### config.mk
export PLATFORM = sky130hd
export DESIGN_NAME = mp_core_initiator
export DESIGN_NICKNAME = d
export VERILOG_FILES = /design/src/rtl/mp_core_initiator.sv
export SDC_FILE = /design/constraint.sdc
export NUM_CORES = 1
export LEC_CHECK = 0
export CORE_MARGIN = 2
export CORE_UTILIZATION = 44
export DETAILED_ROUTE_END_ITERATION = 16
export GPL_ROUTABILITY_DRIVEN = 0
export GPL_TIMING_DRIVEN = 0
export HOLD_SLACK_MARGIN = 0.03
export PLACE_DENSITY = 0.86
export SLEW_MARGIN = 10
export SYNTH_ARGS = -nofsm -noshare
export SYNTH_HDL_FRONTEND = slang
export SYNTH_SLANG_ARGS = --single-unit
### constraint.sdc
create_clock -name clk -period 2.9 [get_ports clk]
set_input_delay 0.58 -clock clk [delete_from_list [all_inputs] [get_ports clk]]
set_output_delay 0.58 -clock clk [all_outputs]
set_load 0.1 [all_outputs]
### src/rtl/mp_core_initiator.sv
// mp_core_initiator: per-core request master for the shared-memory
// req/gnt/rvalid bus. Takes single or burst commands from the core, issues
// one bus beat at a time, and returns each response (or a timeout error) on
// the core-side response port.
// Optional build macro MP_INIT_STATS_EN: enables the saturating beat and
// timeout statistics counters. Without it, both stat outputs read as zero.
module mp_core_initiator #(
    parameter int         AW      = 11,
    parameter int         DW      = 8,
    parameter logic [1:0] CORE_ID = 2'd0,
    parameter int         TIMEOUT = 15
) (
    input  logic          clk,
    input  logic          rst_n,
    input  logic          cmd_valid,
    output logic          cmd_ready,
    input  logic          cmd_we,
    input  logic [AW-1:0] cmd_addr,
    input  logic [DW-1:0] cmd_wdata,
    input  logic [2:0]    cmd_len,
    input  logic [31:0]   cmd_burst_id,
    output logic [1:0]    bus_core_id,
    output logic [3:0]    bus_opcode,
    output logic          bus_req,
    input  logic          bus_gnt,
    output logic          bus_we,
    output logic [AW-1:0] bus_addr,
    output logic [DW-1:0] bus_wdata,
    output logic [31:0]   bus_burst_id,
    input  logic          bus_rvalid,
    input  logic [DW-1:0] bus_rdata,
    output logic          rsp_valid,
    input  logic          rsp_ready,
    output logic [DW-1:0] rsp_data,
    output logic          rsp_last,
    output logic          rsp_err,
    output logic          busy,
    output logic [15:0]   stat_beats,
    output logic [7:0]    stat_timeouts
);

    typedef enum logic [1:0] {
        ST_IDLE     = 2'd0,
        ST_REQ      = 2'd1,
        ST_WAIT_RSP = 2'd2,
        ST_RSP_OUT  = 2'd3
    } state_t;

    // Last tmo value before the beat is declared lost.
    localparam logic [7:0] TMO_LAST = 8'(TIMEOUT - 1);

    state_t        state_r;
    state_t        state_next_s;
    logic          accept_s;
    logic          grant_s;
    logic          rsp_hit_s;
    logic          tmo_hit_s;
    logic          rsp_hs_s;

    logic          bus_we_r;
    logic [AW-1:0] bus_addr_r;
    logic [DW-1:0] bus_wdata_r;
    logic [3:0]    bus_opcode_r;
    logic [31:0]   bus_burst_id_r;
    logic [2:0]    beat_r;
    logic [7:0]    tmo_r;
    logic [DW-1:0] rsp_data_r;
    logic          rsp_last_r;
    logic          rsp_err_r;

    // State register; reset abandons any in-flight beat.
    always_ff @(posedge clk) begin
        if (!rst_n) begin
            state_r <= ST_IDLE;
        end else begin
            state_r <= state_next_s;
        end
    end

    // Next-state decode and single-cycle event strobes.
    always_comb begin
        state_next_s = state_r;
        accept_s     = 1'b0;
        grant_s      = 1'b0;
        rsp_hit_s    = 1'b0;
        tmo_hit_s    = 1'b0;
        rsp_hs_s     = 1'b0;
        case (state_r)
            ST_IDLE: begin
                if (cmd_valid) begin
                    accept_s     = 1'b1;
                    state_next_s = ST_REQ;
                end else begin
                    state_next_s = ST_IDLE;
                end
            end
            ST_REQ: begin
                if (bus_gnt) begin
                    grant_s      = 1'b1;
                    state_next_s = ST_WAIT_RSP;
                end else begin
                    state_next_s = ST_REQ;
                end
            end
            ST_WAIT_RSP: begin
                // A response arriving on the timeout cycle still counts.
                if (bus_rvalid) begin
                    rsp_hit_s    = 1'b1;
                    state_next_s = ST_RSP_OUT;
                end else if (tmo_r == TMO_LAST) begin
                    tmo_hit_s    = 1'b1;
                    state_next_s = ST_RSP_OUT;
                end else begin
                    state_next_s = ST_WAIT_RSP;
                end
            end
            ST_RSP_OUT: begin
                if (rsp_ready) begin
                    rsp_hs_s     = 1'b1;
                    state_next_s = rsp_last_r ? ST_IDLE : ST_REQ;
                end else begin
                    state_next_s = ST_RSP_OUT;
                end
            end
            default: begin
                state_next_s = ST_IDLE;
            end
        endcase
    end

    // Command latch, per-beat address/data advance, timeout count and response capture.
    always_ff @(posedge clk) begin
        if (!rst_n) begin
            bus_we_r       <= 1'b0;
            bus_addr_r     <= '0;
            bus_wdata_r    <= '0;
            bus_opcode_r   <= 4'd0;
            bus_burst_id_r <= 32'd0;
            beat_r         <= 3'd0;
            tmo_r          <= 8'd0;
            rsp_data_r     <= '0;
            rsp_last_r     <= 1'b0;
            rsp_err_r      <= 1'b0;
        end else begin
            if (accept_s) begin
                bus_we_r       <= cmd_we;
                bus_addr_r     <= cmd_addr;
                bus_wdata_r    <= cmd_wdata;
                bus_opcode_r   <= {cmd_we, cmd_len};
                bus_burst_id_r <= cmd_burst_id;
                beat_r         <= 3'd0;
            end
            if (grant_s) begin
                tmo_r <= 8'd0;
            end else if (state_r == ST_WAIT_RSP) begin
                tmo_r <= tmo_r + 8'd1;
            end
            if (rsp_hit_s) begin
                rsp_data_r <= bus_rdata;
                rsp_err_r  <= 1'b0;
                rsp_last_r <= (beat_r == bus_opcode_r[2:0]);
            end else if (tmo_hit_s) begin
                // A lost beat aborts the rest of the burst.
                rsp_data_r <= '0;
                rsp_err_r  <= 1'b1;
                rsp_last_r <= 1'b1;
            end
            if (rsp_hs_s && !rsp_last_r) begin
                beat_r      <= beat_r + 3'd1;
                bus_addr_r  <= bus_addr_r + AW'(1);
                bus_wdata_r <= bus_wdata_r + DW'(1);
            end
        end
    end

`ifdef MP_INIT_STATS_EN
    logic [15:0] stat_beats_r;
    logic [7:0]  stat_timeouts_r;

    // Saturating counts of good response handshakes and timeout events.
    always_ff @(posedge clk) begin
        if (!rst_n) begin
            stat_beats_r    <= 16'd0;
            stat_timeouts_r <= 8'd0;
        end else begin
            if (rsp_hs_s && !rsp_err_r && (stat_beats_r != 16'hFFFF)) begin
                stat_beats_r <= stat_beats_r + 16'd1;
            end
            if (tmo_hit_s && (stat_timeouts_r != 8'hFF)) begin
                stat_timeouts_r <= stat_timeouts_r + 8'd1;
            end
        end
    end

    assign stat_beats    = stat_beats_r;
    assign stat_timeouts = stat_timeouts_r;
`else
    assign stat_beats    = 16'd0;
    assign stat_timeouts = 8'd0;
`endif

    // cmd_ready is forced low while reset is held, even though the state reads IDLE.
    assign cmd_ready    = (state_r == ST_IDLE) && rst_n;
    assign bus_req      = (state_r == ST_REQ);
    assign rsp_valid    = (state_r == ST_RSP_OUT);
    assign busy         = (state_r != ST_IDLE);
    assign bus_core_id  = CORE_ID;
    assign bus_opcode   = bus_opcode_r;
    assign bus_we       = bus_we_r;
    assign bus_addr     = bus_addr_r;
    assign bus_wdata    = bus_wdata_r;
    assign bus_burst_id = bus_burst_id_r;
    assign rsp_data     = rsp_data_r;
    assign rsp_last     = rsp_last_r;
    assign rsp_err      = rsp_err_r;

endmodule

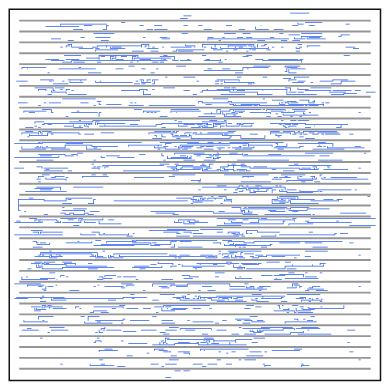
Figure 1: metal 1.
Scale: 4 px per um. Supply wires on this layer in grey.
The layer holds 40% of the routed length. The layer carries 3,780 um of wire. 581 nets have wire on it. The wires run mostly horizontal. The longest straight run is 24.8 um.
routing usage on met1: 26.1%
via count: 3,433

==> results.toml <==
# flow metrics
[floorplan]
nWellTaps = 102
initial_core_util_pct = 45.0
core_um2 = 7650
ios = 165
die_height_um = 92.4
die_x_um = 92.4
std_cell_rows = 32
die_area_um2 = 8540

[finish]
share_of_final_layout_standard_cells_stronger_than_drive_strength_1_pct = 10.3
num-clock-buffers = 10
sequential_cell_area_um2 = 1560
largest_register_ff_count = 32
numSequentialCells = 78
comb_area_share_pct = 31.3
signal_buffer_area_fraction_pct = 32.7
antenna_diode_count = 0
final_cell_count_no_fill = 693
area_growth_pct = 50.4
n_all_buffers = 189
clock_cell_area_share_pct = 2.76
final_net_count = 663
final.signal_inverter_count = 8
logic_gates = 303
seq_share_pct = 30.2
layout_top_cells_excl_fill_tap = "136 x sky130_fd_sc_hd__clkdlybuf4s50_1, 92 x sky130_fd_sc_hd__nand2_1, 78 x sky130_fd_sc_hd__dfxtp_1"
post-route-cell-area_um2 = 5170
layout.cells.largest_class = "non-clock buffers"
layout_top_cell_excl_fill_tap = "sky130_fd_sc_hd__clkdlybuf4s50_1"
layout_fillers = 641
multiInputGateArea_um2 = 1620

[power]
power.largest_group = "sequential cells"
pwr.group.sequential_w = 0.00119
power_per_cell_area_nw_per_um2 = 569
p_switching_w = 0.00123
p_clk_w = 0.000655
vdd.ir_drop.worst_mv = 0.299
fin_total_pwr_w = 0.00294
internal_power_w = 0.00172
power.share.combinational_pct = 37.4
share_clk_of_total_power_pct = 22.3
power_frac_seq_pct = 40.3
power_leakage_nw = 2.06
netSwitchingFraction_pct = 41.7
comb_power_w = 0.00110

[routing]
met3_wirelength_um = 825
highest-signal-layer = "met4"
met2RoutedLength_um = 4810
post_drt_via_cell_ratio = 4.95
drtAntennaViolNets = 0
drt_iter0_drc = 124
drcViolationCount = 0
drt-met1-wl_um = 3780
detailed_routing_iteration_count_for_the_pre_antenna_repair_pass = 5
avgRoutedWirePerCell_um = 13.8

[cts]
number_of_sinks_driven_by_the_clock_tree = 78
postCtsHoldBufs = 0
htree_levels = 3
cts_resized = 4
clock_root_buffer = "sky130_fd_sc_hd__clkbuf_8"
worstSkewPairLatency_ns = 0.33
tritoncts = "yes"
clk_pin_slew_ns = 0.08
post-cts-setup-buffer-count = 0
cts_buf_count = 9
clk_path_buf_depth = 2

[yosys]
postSynthCellCount = 416
postSynthAreaPerCell_um2 = 8.27
edf_count = 0
synth-xor-area-share_pct = 2.80
ys_cells = 416
yosys.stat.seqShare_pct = 45.4
synth.cells.most_frequent = "92 x sky130_fd_sc_hd__nand2_1, 78 x sky130_fd_sc_hd__dfxtp_1, 49 x sky130_fd_sc_hd__a21oi_1, 29 x sky130_fd_sc_hd__buf_4, 24 x sky130_fd_sc_hd__nor2_1"
post_synthesis_simple_gate_area_fraction_pct = 22.8
ys.flop_type = "sky130_fd_sc_hd__dfxtp_1"
synthDominantAreaCellType = "sky130_fd_sc_hd__dfxtp_1"
synth_dominant_cell_count = "sky130_fd_sc_hd__nand2_1"
synth.top_cells.by_area = "sky130_fd_sc_hd__dfxtp_1 45%, sky130_fd_sc_hd__nand2_1 10%, sky130_fd_sc_hd__a21oi_1 7.1%"
netlist.area_leader.share_pct = 45.4
post_synth_instance_area_um2 = 3440
mux_share_of_post_synthesis_cell_area_pct = 0.291
top_logic_kind = "simple AND/OR/NAND/NOR gates"
ys_sh_adder_pct = 1.82
synth_compound_gate_area_share_pct = 16.5
ys_warn_count = 0
synth_chip_area_um2 = 3440
async_reset_ff_share_pct = 0
synth_cell_type_count = 47
postSynthRegisterBits = 78

[timing]
worst_slack_ns = 0.145
max_clock_freq_mhz = 363
final_critical_path_share_of_the_clock_period_pct = 95.0
finalMaxSlewViolations = 0
post-route-min-period_ns = 2.75
hold-worst-slack_ns = 0.453
slew_headroom_pct = 31.5
fin_tns_setup_ns = 0
final_hold_viol_count = 0
final-setup-viol-count = 0
clock_skew_ns = 0.00734
worst_slew_pin_slew_ns = 1.02

[worst_setup_path]
crit_slowest_cell = "sky130_fd_sc_hd__clkdlybuf4s50_1"
crit_required_ns = 2.32
worstRegToRegCells = 6
nature_of_the_critical_path_startpoint = "flip-flop"
worst-path-max-fanout = 10
rrSetupSlack_ns = 1.08
path_depth = 3
crit-reg2reg-launch = "tmo_r[0]$_SDFFE_PP0P_"
worstReg2RegEnd = "rsp_data[0]$_SDFFE_PN0P_"
worstPathCellList = "buf_4, and2_1, clkdlybuf4s50_1"
critical-path-top-delay-family = "buffers and inverters"
crit_path_max_incr_delay_ns = 1.16
cp-endpoint = "rsp_valid"
crit_path_start = "state_r[0]$_SDFF_PN0_"
critical_path.endpoint_type = "output port"

[place]
pre_cts_ws_ns = -0.580
port_buffers = 137
placed_area_um2 = 5030
dp.cells = 680
dp_hpwl_um = 7300

[worst_hold_path]
hold_class = "reg -> reg"
min-delay-start = "bus_burst_id[9]$_SDFFE_PN0P_"
timing.hold.worst_endpoint = "bus_burst_id[9]$_SDFFE_PN0P_"
hold_path_depth = 2

[global_route]
gr-usage-met3_pct = 6.43
busiest_layer = "met2"
global_route_usage_sum_pct = 22.4
initial_antenna_violation_count = 0
grt_start_max_net_pins = 12
grt_first_pass_wirelength_um = 15500
vias_in_the_first_global_route = 3351

[status]
status = "complete, no violations"

[flow_run]
openroad_warning_count = 27
maxCapViolations = 0
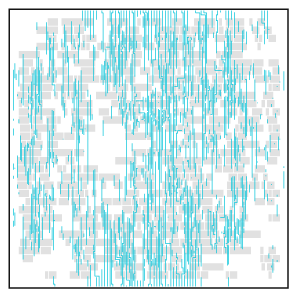
Figure 2: the metal 2 layer.
Scale: 3 px per um. Cells faint in the background.
The wires run mostly vertical. The layer holds 50% of the routed length. 554 nets have wire on it.
met2 demand-to-capacity share in global routing: 39.4%
total length of routed wires: 9530 um

